## src/rtl/common_pkg.sv

```systemverilog
// Shared types and constants for the register scoreboard: per-register entry
// layout, readiness thresholds and small helpers used by the bank and the top.
package common_pkg;

    localparam int         NUM_REGS          = 32;
    localparam logic [1:0] ALU_READY_AGE     = 2'd1;
    localparam logic [1:0] LOAD_READY_AGE    = 2'd2;
    localparam logic [1:0] LONG_DONE_AGE     = 2'd2;
    localparam logic [1:0] AGE_MAX           = 2'd3;
    localparam int         MAX_LONG_INFLIGHT = 1;

    typedef struct packed {
        logic       pending;
        logic       long_op;
        logic       is_load;
        logic [1:0] age;
    } sb_entry_t;

    // Readiness is judged for the cycle the consumer in ID reaches EX, one cycle ahead.
    function automatic logic entry_busy(sb_entry_t e);
        logic [2:0] age_next;
        logic [2:0] need;
        age_next = {1'b0, e.age} + 3'd1;
        need     = {1'b0, (e.is_load ? LOAD_READY_AGE : ALU_READY_AGE)};
        return e.pending && (e.long_op || (age_next < need));
    endfunction

    function automatic logic [6:0] popcount32(logic [31:0] v);
        logic [6:0] n;
        n = '0;
        for (int i = 0; i < 32; i++) begin
            n = n + {6'd0, v[i]};
        end
        return n;
    endfunction

endpackage

```

## src/rtl/reg_scoreboard_if.sv

```systemverilog
// Issue/operand/writeback/completion bundle between the pipeline and the scoreboard.
interface reg_scoreboard_if;
    logic       issue_valid;
    logic [4:0] issue_rd;
    logic       issue_rd_float;
    logic       issue_load;
    logic       issue_long;
    logic [4:0] rs_1;
    logic [4:0] rs_2;
    logic       rs_1_used;
    logic       rs_2_used;
    logic       reg_read_float;
    logic       long_done;
    logic [4:0] long_rd;
    logic       long_rd_float;
    logic       wb_valid;
    logic [4:0] wb_rd;
    logic       wb_float;
    logic       flush;
    logic       stall;
    logic [6:0] pending_count;

    modport master (
        output issue_valid, issue_rd, issue_rd_float, issue_load, issue_long,
        output rs_1, rs_2, rs_1_used, rs_2_used, reg_read_float,
        output long_done, long_rd, long_rd_float,
        output wb_valid, wb_rd, wb_float, flush,
        input  stall, pending_count
    );

    modport slave (
        input  issue_valid, issue_rd, issue_rd_float, issue_load, issue_long,
        input  rs_1, rs_2, rs_1_used, rs_2_used, reg_read_float,
        input  long_done, long_rd, long_rd_float,
        input  wb_valid, wb_rd, wb_float, flush,
        output stall, pending_count
    );
endinterface

```

## src/rtl/sb_bank.sv

```systemverilog
// One register file's worth of scoreboard entries: set on issue, clear on
// writeback, long-op completion, aging, and busy lookups for the hazard logic.
module sb_bank
    import common_pkg::*;
(
    input  logic        clk,
    input  logic        rst,
    input  logic        i_set,
    input  logic [4:0]  i_set_idx,
    input  logic        i_set_long,
    input  logic        i_set_load,
    input  logic        i_clr,
    input  logic [4:0]  i_clr_idx,
    input  logic        i_done,
    input  logic [4:0]  i_done_idx,
    input  logic [4:0]  i_rs1_idx,
    input  logic [4:0]  i_rs2_idx,
    input  logic [4:0]  i_waw_idx,
    output logic        o_rs1_busy,
    output logic        o_rs2_busy,
    output logic        o_waw_busy,
    output logic [31:0] o_long_vec,
    output logic [31:0] o_pend_next
);

    sb_entry_t [NUM_REGS-1:0] r_ent;
    sb_entry_t [NUM_REGS-1:0] w_nxt;

    // Priority per entry, lowest first: aging, completion, writeback clear, new issue.
    always_comb begin
        for (int i = 0; i < NUM_REGS; i++) begin
            w_nxt[i] = r_ent[i];
            if (r_ent[i].pending && !r_ent[i].long_op && (r_ent[i].age != AGE_MAX)) begin
                w_nxt[i].age = r_ent[i].age + 2'd1;
            end
            if (i_done && (i_done_idx == 5'(i)) && r_ent[i].pending && r_ent[i].long_op) begin
                w_nxt[i].long_op = 1'b0;
                w_nxt[i].age     = LONG_DONE_AGE;
            end
            if (i_clr && (i_clr_idx == 5'(i))) begin
                w_nxt[i] = '0;
            end
            if (i_set && (i_set_idx == 5'(i))) begin
                w_nxt[i].pending = 1'b1;
                w_nxt[i].long_op = i_set_long;
                w_nxt[i].is_load = i_set_load;
                w_nxt[i].age     = 2'd0;
            end
        end
    end

    always_ff @(posedge clk or posedge rst) begin
        if (rst) begin
            r_ent <= '0;
        end else begin
            r_ent <= w_nxt;
        end
    end

    always_comb begin
        for (int i = 0; i < NUM_REGS; i++) begin
            o_long_vec[i]  = r_ent[i].pending && r_ent[i].long_op;
            o_pend_next[i] = w_nxt[i].pending;
        end
    end

    assign o_rs1_busy = entry_busy(r_ent[i_rs1_idx]);
    assign o_rs2_busy = entry_busy(r_ent[i_rs2_idx]);
    assign o_waw_busy = r_ent[i_waw_idx].pending && r_ent[i_waw_idx].long_op;

endmodule

```

## src/rtl/reg_scoreboard.sv

```systemverilog
// Register scoreboard top: integer and float banks, combinational stall
// (RAW, WAW against a long op, long-unit occupancy) and registered pending count.
module reg_scoreboard
    import common_pkg::*;
(
    input  logic             clk,
    input  logic             rst,
    reg_scoreboard_if.slave  sb
);

    logic        w_accept;
    logic        w_int_set;
    logic        w_flt_set;
    logic        w_i_rs1_busy, w_i_rs2_busy, w_i_waw_busy;
    logic        w_f_rs1_busy, w_f_rs2_busy, w_f_waw_busy;
    logic [31:0] w_i_long, w_f_long;
    logic [31:0] w_i_pend_next, w_f_pend_next;
    logic        w_rs1_x0, w_rs2_x0;
    logic        w_rs1_busy, w_rs2_busy;
    logic        w_raw, w_waw, w_long_full;
    logic [6:0]  w_long_cnt;
    logic        w_stall;
    logic [6:0]  r_pending_count;

    assign w_accept  = sb.issue_valid && !w_stall && !sb.flush;
    // x0 is hardwired, so an issue targeting it never creates an entry.
    assign w_int_set = w_accept && !sb.issue_rd_float && (sb.issue_rd != 5'd0);
    assign w_flt_set = w_accept && sb.issue_rd_float;

    sb_bank u_int_bank (
        .clk         (clk),
        .rst         (rst),
        .i_set       (w_int_set),
        .i_set_idx   (sb.issue_rd),
        .i_set_long  (sb.issue_long),
        .i_set_load  (sb.issue_load),
        .i_clr       (sb.wb_valid && !sb.wb_float),
        .i_clr_idx   (sb.wb_rd),
        .i_done      (sb.long_done && !sb.long_rd_float),
        .i_done_idx  (sb.long_rd),
        .i_rs1_idx   (sb.rs_1),
        .i_rs2_idx   (sb.rs_2),
        .i_waw_idx   (sb.issue_rd),
        .o_rs1_busy  (w_i_rs1_busy),
        .o_rs2_busy  (w_i_rs2_busy),
        .o_waw_busy  (w_i_waw_busy),
        .o_long_vec  (w_i_long),
        .o_pend_next (w_i_pend_next)
    );

    sb_bank u_flt_bank (
        .clk         (clk),
        .rst         (rst),
        .i_set       (w_flt_set),
        .i_set_idx   (sb.issue_rd),
        .i_set_long  (sb.issue_long),
        .i_set_load  (sb.issue_load),
        .i_clr       (sb.wb_valid && sb.wb_float),
        .i_clr_idx   (sb.wb_rd),
        .i_done      (sb.long_done && sb.long_rd_float),
        .i_done_idx  (sb.long_rd),
        .i_rs1_idx   (sb.rs_1),
        .i_rs2_idx   (sb.rs_2),
        .i_waw_idx   (sb.issue_rd),
        .o_rs1_busy  (w_f_rs1_busy),
        .o_rs2_busy  (w_f_rs2_busy),
        .o_waw_busy  (w_f_waw_busy),
        .o_long_vec  (w_f_long),
        .o_pend_next (w_f_pend_next)
    );

    assign w_rs1_x0   = !sb.reg_read_float && (sb.rs_1 == 5'd0);
    assign w_rs2_x0   = !sb.reg_read_float && (sb.rs_2 == 5'd0);
    assign w_rs1_busy = sb.reg_read_float ? w_f_rs1_busy : w_i_rs1_busy;
    assign w_rs2_busy = sb.reg_read_float ? w_f_rs2_busy : w_i_rs2_busy;
    assign w_raw      = (sb.rs_1_used && !w_rs1_x0 && w_rs1_busy) ||
                        (sb.rs_2_used && !w_rs2_x0 && w_rs2_busy);
    assign w_waw      = sb.issue_valid && (sb.issue_rd_float ? w_f_waw_busy : w_i_waw_busy);
    assign w_long_cnt = popcount32(w_i_long) + popcount32(w_f_long);
    assign w_long_full = sb.issue_valid && sb.issue_long &&
                         (w_long_cnt >= 7'(MAX_LONG_INFLIGHT));
    assign w_stall    = !rst && (w_raw || w_waw || w_long_full);

    always_ff @(posedge clk or posedge rst) begin
        if (rst) begin
            r_pending_count <= '0;
        end else begin
            r_pending_count <= popcount32(w_i_pend_next) + popcount32(w_f_pend_next);
        end
    end

    assign sb.stall         = w_stall;
    assign sb.pending_count = r_pending_count;

endmodule

```

## src/flat_wrapper.sv

```systemverilog
// flat-port wrapper written by rule: the top's interface ports become plain ports
module reg_scoreboard_flat import common_pkg::*;
  (clk, rst, sb_issue_valid, sb_issue_rd, sb_issue_rd_float, sb_issue_load, sb_issue_long, sb_rs_1, sb_rs_2, sb_rs_1_used, sb_rs_2_used, sb_reg_read_float, sb_long_done, sb_long_rd, sb_long_rd_float, sb_wb_valid, sb_wb_rd, sb_wb_float, sb_flush, sb_stall, sb_pending_count);
  reg_scoreboard_if sb_i ();
  input  logic clk;
  input  logic rst;
  input wire logic [$bits(sb_i.issue_valid)-1:0] sb_issue_valid;
  input wire logic [$bits(sb_i.issue_rd)-1:0] sb_issue_rd;
  input wire logic [$bits(sb_i.issue_rd_float)-1:0] sb_issue_rd_float;
  input wire logic [$bits(sb_i.issue_load)-1:0] sb_issue_load;
  input wire logic [$bits(sb_i.issue_long)-1:0] sb_issue_long;
  input wire logic [$bits(sb_i.rs_1)-1:0] sb_rs_1;
  input wire logic [$bits(sb_i.rs_2)-1:0] sb_rs_2;
  input wire logic [$bits(sb_i.rs_1_used)-1:0] sb_rs_1_used;
  input wire logic [$bits(sb_i.rs_2_used)-1:0] sb_rs_2_used;
  input wire logic [$bits(sb_i.reg_read_float)-1:0] sb_reg_read_float;
  input wire logic [$bits(sb_i.long_done)-1:0] sb_long_done;
  input wire logic [$bits(sb_i.long_rd)-1:0] sb_long_rd;
  input wire logic [$bits(sb_i.long_rd_float)-1:0] sb_long_rd_float;
  input wire logic [$bits(sb_i.wb_valid)-1:0] sb_wb_valid;
  input wire logic [$bits(sb_i.wb_rd)-1:0] sb_wb_rd;
  input wire logic [$bits(sb_i.wb_float)-1:0] sb_wb_float;
  input wire logic [$bits(sb_i.flush)-1:0] sb_flush;
  output wire logic [$bits(sb_i.stall)-1:0] sb_stall;
  output wire logic [$bits(sb_i.pending_count)-1:0] sb_pending_count;
  assign sb_i.issue_valid = sb_issue_valid;
  assign sb_i.issue_rd = sb_issue_rd;
  assign sb_i.issue_rd_float = sb_issue_rd_float;
  assign sb_i.issue_load = sb_issue_load;
  assign sb_i.issue_long = sb_issue_long;
  assign sb_i.rs_1 = sb_rs_1;
  assign sb_i.rs_2 = sb_rs_2;
  assign sb_i.rs_1_used = sb_rs_1_used;
  assign sb_i.rs_2_used = sb_rs_2_used;
  assign sb_i.reg_read_float = sb_reg_read_float;
  assign sb_i.long_done = sb_long_done;
  assign sb_i.long_rd = sb_long_rd;
  assign sb_i.long_rd_float = sb_long_rd_float;
  assign sb_i.wb_valid = sb_wb_valid;
  assign sb_i.wb_rd = sb_wb_rd;
  assign sb_i.wb_float = sb_wb_float;
  assign sb_i.flush = sb_flush;
  assign sb_stall = sb_i.stall;
  assign sb_pending_count = sb_i.pending_count;
  reg_scoreboard u_core (.clk(clk), .rst(rst), .sb(sb_i));
endmodule
```

## config.mk

```make
export PLATFORM = sky130hd
export DESIGN_NAME = reg_scoreboard_flat
export DESIGN_NICKNAME = d
export VERILOG_FILES = /design/src/rtl/common_pkg.sv /design/src/rtl/reg_scoreboard_if.sv /design/src/rtl/sb_bank.sv /design/src/rtl/reg_scoreboard.sv /design/src/flat_wrapper.sv
export SDC_FILE = /design/constraint.sdc
export NUM_CORES = 1
export LEC_CHECK = 0
export ABC_CLOCK_PERIOD_IN_PS = 14750
export CORE_MARGIN = 5
export CORE_UTILIZATION = 45
export CTS_CLUSTER_DIAMETER = 40
export DETAILED_ROUTE_END_ITERATION = 8
export SLEW_MARGIN = 30
export SYNTH_ARGS = -nofsm -noshare
export SYNTH_HDL_FRONTEND = slang
export SYNTH_HIERARCHICAL = 1
export SYNTH_SLANG_ARGS = --single-unit
```

## constraint.sdc

```tcl
create_clock -name clk -period 14.75 [get_ports clk]
set_input_delay 2.95 -clock clk [delete_from_list [all_inputs] [get_ports clk]]
set_output_delay 2.95 -clock clk [all_outputs]
set_load 0.005 [all_outputs]
```

Figure 1. Routing congestion (run 1).
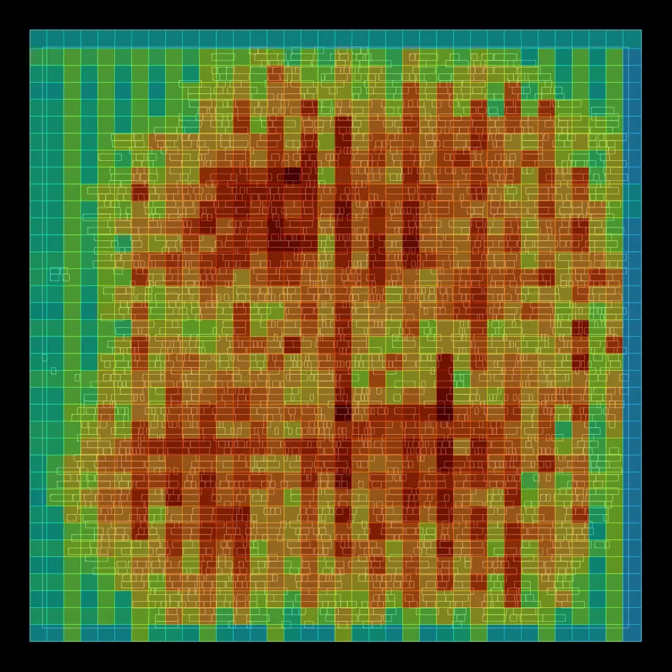
fraction of met3 tracks used by global routing: 11.8%
average wire per cell in the routed design: 31.8 um
final cell utilization of the core: 51.0%
Total Routing Usage GR: 31.6%
busiest metal layer after global routing: met2

Figure 2. Metal 2 (run 1).
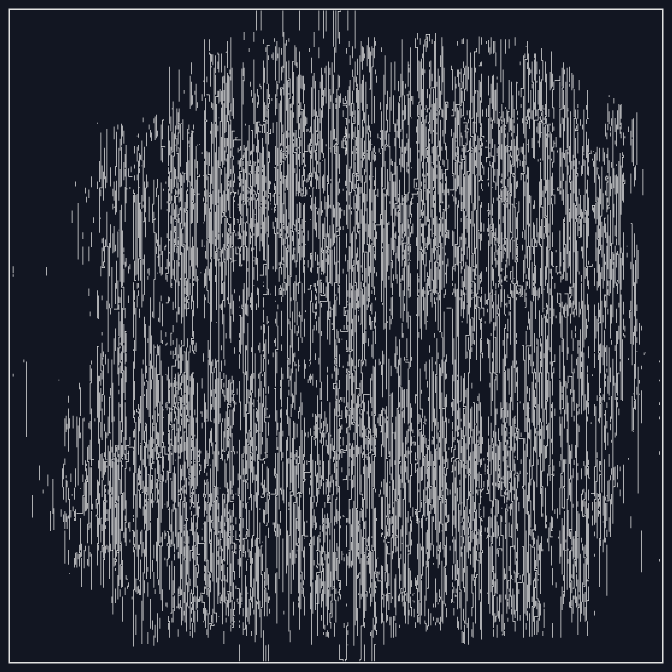
longest straight run = 100 um
nets with wire on the layer = 2,243
share of all routed wire = 43%
wire length on this layer = 42.6 mm
total detailed-routing wirelength: 99,700 um
DR vias: 20,800
met2 demand-to-capacity share in global routing: 46.2%

==> flow_results.org, run 1 <==
* Flow results

** Worst setup path
- Largest delay contributor family on the critical path :: adder cells
- On the critical path the data arrives at approximately 14 ns.
- The largest individual stage delay along the critical path comes from the cell sky130_fd_sc_hd__o21ai_0.
- CP dominant cell by count :: sky130_fd_sc_hd__fa_1
- R2R cell count :: 41
- For the worst reg-to-reg path, the startpoint reported by OpenROAD is u_core/u_flt_bank/r_ent[149].
- First element of the critical path :: u_core/u_flt_bank/r_ent[149]
- Path type of the worst setup path :: flip-flop to flip-flop
- Among all stages on the critical path, the maximum delay recorded is approximately 0.74 ns.
- Critical path capture point type :: flip-flop
- Counting both buffers and inverters, the worst setup path holds a total of 10.

** Die
- Effective utilization at floorplan :: between 40% and 50%
- Die y size :: 249 um
- Number of placement rows :: slightly below 90
- Pin placement for this block handled 47 I/O pins.
- Core Region :: 56,500 um^2

** Layout
- Share of cells above drive strength 1 :: 13.8%
- The finished design was reported to have a net count of 2,571.

** STA
- Looking at the max-slew report, the worst-margin pin has a slew of about 1.1 ns.
- Post-route clock period utilization :: 93.7%
- Per the final report, max-transition violations number 0.
- Maximum clock rate :: between 0.07 and 0.08 GHz
- Setup repair after global routing left no endpoint under its margin.

** Power and ir drop
- Maximum vdd drop :: around 500 uV
- Sequential group share of total power :: 26.1%
- Power per cell area :: 203 nW/um^2
- Overall power after layout :: 5840 uW
- Total net switching power :: 2320 uW

** Synthesis
- Post-synthesis instance area :: 25,700 um^2
- Synthesis produced a netlist with a net count of 2,586.
- Warnings reported by Yosys during synthesis add up to 6.
- Of the total synthesized cell area, the portion taken by AND, OR, NAND and NOR gates is 12.5%.
- In this run the mean area of a mapped cell was 11.0 um^2.
- Post-synthesis, Yosys gives the total cell area as 25,700 um^2.
- Combinational family with the most area after synthesis :: multiplexers
- In this run, the synthesized area fraction spent on adder and majority cells is recorded as 13.5%.
- Per the synthesis report, the AND-OR/OR-AND share of the synthesized area is about an eighth.
- Of all cell types, the one taking the most synthesized area is sky130_fd_sc_hd__dfrtp_1.

** Drt
- TritonRoute reported its final design rule violation total as 0.
- The first detailed-routing pass took 6 iterations.
- Number of antenna-violating nets in the routed design :: 0

** CTS
- Worst-path clk slew :: 0.05 ns
- The tree is rooted in a sky130_fd_sc_hd__clkbuf_16.
- The post-CTS hold buffer count recorded in the log is 0.
- TritonCTS built the clock tree.
- The report lists the number of cells resized after CTS as 0.

** Outcome
- Run status :: complete, no violations

** Min path
- Startpoint of the worst hold path :: u_core/u_flt_bank/r_ent[62]
- Hold path endpoint :: u_core/u_flt_bank/r_ent[62]
- The tightest min-delay check is of the flip-flop to flip-flop type.

** GRT
- The global route stage reports its total congestion overflow as 0.
Figure 3. Metal layers overlaid (run 1).
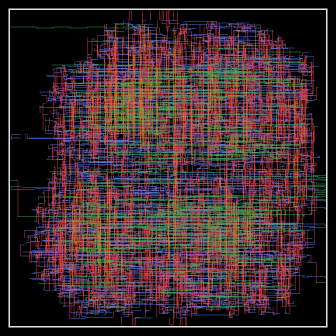
red -> met2  # wire length 42.6 mm
green -> met3  # wire length 13,500 um
blue -> met1  # wire length 39.7 mm
orange -> met4  # wire length 3,840 um

-- run 1: power by group through the flow --
stage	registers [uW]	logic [uW]	clock network (uW)
2_1_floorplan	1370	1960	0
3_3_place_gp	1510	2610	0
3_5_place_dp	1520	2680	0
4_1_cts	1510	2690	1650
5_1_grt	1550	3000	1700
6_report	1520	2680	1630
-- run 1: placed cells by master (no fill, tap or decap), types with 7 or more instances in the layout --
cell type / n
sky130_fd_sc_hd__a211oi_1: 8
sky130_fd_sc_hd__a21boi_0: 62
sky130_fd_sc_hd__a21o_1: 65
sky130_fd_sc_hd__a21oi_1: 81
sky130_fd_sc_hd__a22o_1: 69
sky130_fd_sc_hd__a22oi_1: 52
sky130_fd_sc_hd__a31oi_1: 7
sky130_fd_sc_hd__a32o_1: 64
sky130_fd_sc_hd__and2_1: 72
sky130_fd_sc_hd__and3_1: 69
sky130_fd_sc_hd__buf_2: 7
sky130_fd_sc_hd__buf_4: 43
sky130_fd_sc_hd__bufinv_16: 10
sky130_fd_sc_hd__clkbuf_1: 9
sky130_fd_sc_hd__clkbuf_16: 71
sky130_fd_sc_hd__clkbuf_8: 8
sky130_fd_sc_hd__clkdlybuf4s50_1: 35
sky130_fd_sc_hd__clkinvlp_4: 10
sky130_fd_sc_hd__dfrtp_1: 327
sky130_fd_sc_hd__fa_1: 112
sky130_fd_sc_hd__ha_1: 98
sky130_fd_sc_hd__inv_1: 189
sky130_fd_sc_hd__mux2i_1: 208
sky130_fd_sc_hd__mux4_2: 132
sky130_fd_sc_hd__nand2_1: 92
sky130_fd_sc_hd__nand2b_1: 17
sky130_fd_sc_hd__nand3_1: 82
sky130_fd_sc_hd__nor2_1: 93
sky130_fd_sc_hd__nor2b_1: 39
sky130_fd_sc_hd__nor3_1: 9
sky130_fd_sc_hd__nor3b_1: 73
sky130_fd_sc_hd__o211ai_1: 8
sky130_fd_sc_hd__xor2_1: 65
-- run 1: stage by stage --
step / area (um^2) / cells / util (%) / setup WS [ns]
2_1_floorplan: 25700 / 2337 / - / 2.75
3_3_place_gp: 26300 / 3009 / 46.6 / 0.886
3_5_place_dp: 26400 / 3009 / 46.7 / 0.874
4_1_cts: 28800 / 3130 / 50.9 / 1.16
5_1_grt: 28800 / 3130 / 51.0 / 0.582
6_report: 28800 / 3134 / 51.0 / 0.935
-- run 1: flip-flops by register name (all words and copies together), names as in the netlist --
register                 flops
u_core/sb.pending_count      7
u_core/u_int_bank/r_ent    160
u_core/u_flt_bank/r_ent    160
-- run 1: layout make-up --
| type | count | area [um^2] |
|---|---|---|
| Sequential cell | 327 | 8180 |
| Antenna cell | 4 | 10.0 |
| Fill cell | 4994 | 27700 |
| Inverter | 194 | 741 |
| Multi-Input combinational cell | 1642 | 15700 |
| Clock buffer | 88 | 1920 |
| Clock inverter | 33 | 493 |
| Timing Repair Buffer | 90 | 773 |
| Tap cell | 756 | 946 |
-- run 1: layer usage --
layer / global-route usage (%) / up-vias / share of wire [%]
met3: 11.8 / 254 / 14
met4: 11.0 / 0 / 3.8
li1: - / 8458 / -
met5: 0 / - / 0
met1: 43.5 / 10700 / 40
met2: 46.2 / 1386 / 43
## Run 2: what changed since run 1
--- a/config.mk
+++ b/config.mk
@@ -10,6 +10,7 @@
 export CORE_UTILIZATION = 45
 export CTS_CLUSTER_DIAMETER = 40
 export DETAILED_ROUTE_END_ITERATION = 8
+export GPL_TIMING_DRIVEN = 0
 export SLEW_MARGIN = 30
 export SYNTH_ARGS = -nofsm -noshare
 export SYNTH_HDL_FRONTEND = slang
==> flow_results.org, run 2 <==
* Flow results

** Outcome
- Run status :: complete, no violations

** Worst setup path
- The arrival time at the worst endpoint came to 14.63 ns (+0.27 ns).
- The number of buffers and inverters on the critical path was 8 (-2).
- Largest delay contributor family on the critical path :: adder cells
- Path type of the worst setup path :: input pin to flip-flop
- Critical path capture point type :: flip-flop
- CP dominant cell by count :: sky130_fd_sc_hd__fa_1

** CTS
- TritonCTS built the clock tree.
- # hold bufs at CTS :: 0 (unchanged)
- Worst-path clk slew :: 0.05 ns (about the same)
- Number of gates given a new drive strength after cts :: 0 (unchanged)

** Job
- Tool warnings :: 34

** Synthesis
- The synthesized area per cell came to 11.0 um^2 (unchanged).
- Chip area in the Yosys report :: 25,700 um^2 (unchanged)
- Number of enable flip-flop cells :: 0
- Post-synthesis instance area :: 25,700 um^2 (unchanged)
- The count of synthesis-stage warnings from yosys was 6 (unchanged).
- Summed over all instances, the cell type with the most area after synthesis is sky130_fd_sc_hd__dfrtp_1.

** Layout
- Final Net Count :: 2,704 (+5.2%)
- Commonest Layout Cell :: sky130_fd_sc_hd__dfrtp_1
- Share of cells above drive strength 1 :: 15.6% (+1.8 points)
- The count of non-filler cells in the finished layout came to 3,260 (+4.0%).
- Final cell utilization of the core :: 52.2% (+1.3 points)
- In the layout the commonest cells are sky130_fd_sc_hd__dfrtp_1, sky130_fd_sc_hd__mux2i_1, sky130_fd_sc_hd__inv_1.

** STA
- Number of max-slew violations in the final report :: 0 (unchanged)
- Worst-Margin Slew :: 1.09 ns (+0.0276 ns)
- Hold-check failures listed in the final report amount to 0.
- The portion of the clock cycle consumed by the worst path in the final layout is 95.7% (+2.0 points).
- The smallest setup slack after layout was 0.632 ns (-0.302 ns).
- Maximum clock rate :: 0.0708 GHz (-2.1%)

** Die
- Die y size :: 249 um (unchanged)
- Ports placed on the boundary :: 47 (unchanged)
- The count of standard-cell rows was 87 (unchanged).

** Placement
- Pre-CTS setup slack :: -0.0468 ns (-0.920 ns)
- The cell count after placement came to 3,141 (+4.4%).

** Drt
- The number of design rule violations left after detail routing was 0 (unchanged).
- The number of detailed-route iterations in the first pass came to 7 (+1).

** Power and ir drop
- Power per cell area :: 187 nW/um^2 (-7.5%)
- Overall power after layout :: 5530 uW (-5.2%)

** Min path
- In this run the worst hold path is classified as flip-flop to flip-flop.

** GRT
- The global route total overflow came to 0 (unchanged).
==> run 2: cell counts after synthesis <==
Identical to the previous run, type by type.
==> run 2: where the power goes <==
| part | total (uW) | internal, uW | switching, uW |
|---|---|---|---|
| Combinational | 2450 | 1230 | 1220 |
| Clock | 1540 | 1040 | 508 |
| Sequential | 1540 | 1170 | 365 |
==> run 2: per-layer routing <==
layer | global-route usage, % | up-vias | wire [um]
met5 | 0 | - | 0
met4 | 24.2 | 0 | 10200
met3 | 8.23 | 447 | 9070
met2 | 51.9 | 1245 | 47000
met1 | 39.0 | 10600 | 37500
li1 | - | 8722 | -
==> run 2: path summary, 6_finish.rpt <==
kind	from	to	slack, ns	cells after the start
max	sb_rs_2[1]	u_core/sb.pending_count[6]	0.63	36
min	u_core/u_flt_bank/r_ent[102]	u_core/u_flt_bank/r_ent[102]	0.53	1
max reg2reg	u_core/u_int_bank/r_ent[118]	u_core/sb.pending_count[6]	0.90	41
min reg2reg	u_core/u_flt_bank/r_ent[102]	u_core/u_flt_bank/r_ent[102]	0.53	1
max in group asynchronous	rst	u_core/u_int_bank/r_ent[78]	10.41	3
min in group asynchronous	rst	u_core/sb.pending_count[0]	3.36	2
==> run 2: logic make-up (layout without fill, tap and decap cells) <==
logic type / Yosys count / count (layout) / share of synthesized area (%)
and+or+nand+nor: 583 / 583 / 12.5
AOI/OAI and AO/OA: 434 / 434 / 12.8
buffers and inverters: 368 / 534 / 7.10
muxes: 347 / 347 / 20.0
DFF: 327 / 327 / 31.8
adders and majority gates: 210 / 210 / 13.5
xor gates and xnor gates: 68 / 68 / 2.32
other: 0 / 1 / 0
==> run 2: area by class of cell <==
type,instances,area [um^2]
fillers,5014,27000
multi-input cells,1642,15700
flip-flops and latches,327,8180
clock buffers,88,1890
plain buffers,174,1100
well taps,756,946
inverters,194,743
repair buffers,48,515
clock inverters,30,390
diodes,1,2.50
==> run 2: per-stage QoR <==
step           instance area, um^2  hold WS [ns]
2_1_floorplan                25700         0.486
3_3_place_gp                 27100         0.508
3_5_place_dp                 27200         0.513
4_1_cts                      29500         0.526
5_1_grt                      29500         0.540
6_report                     29500         0.529
Figure 4. Metal layers overlaid (run 2).
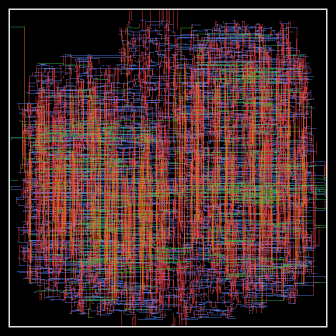
orange -> met4  # wire length 10,200 um
green -> met3  # wire length 9,070 um
red -> met2  # wire length 47.0 mm
blue -> met1  # wire length 37.5 mm
average wire per cell in the routed design: 31.8 um
Total Routing Usage GR: 32.9%
total detailed-routing wirelength: 104,000 um

Figure 5. Local utilization (run 2).
The die is cut into 25 by 25 equal tiles; white is low, dark blue is high, 0 to 100% covered.
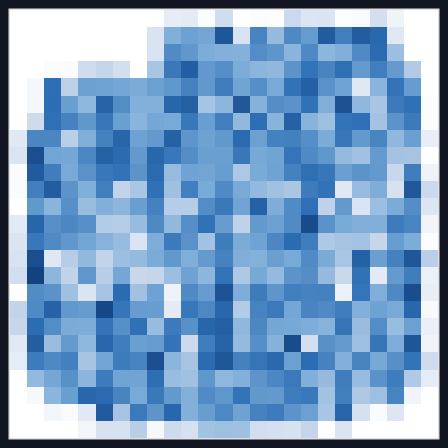
tiles over 75% full = 9.6%
emptiest ninth of the die = north-west
mean over tiles = 46%
Core Region: 56,500 um^2
effective utilization at floorplan: 45.5%

Power figures rest on the tool's default switching activity, not on a simulated workload.
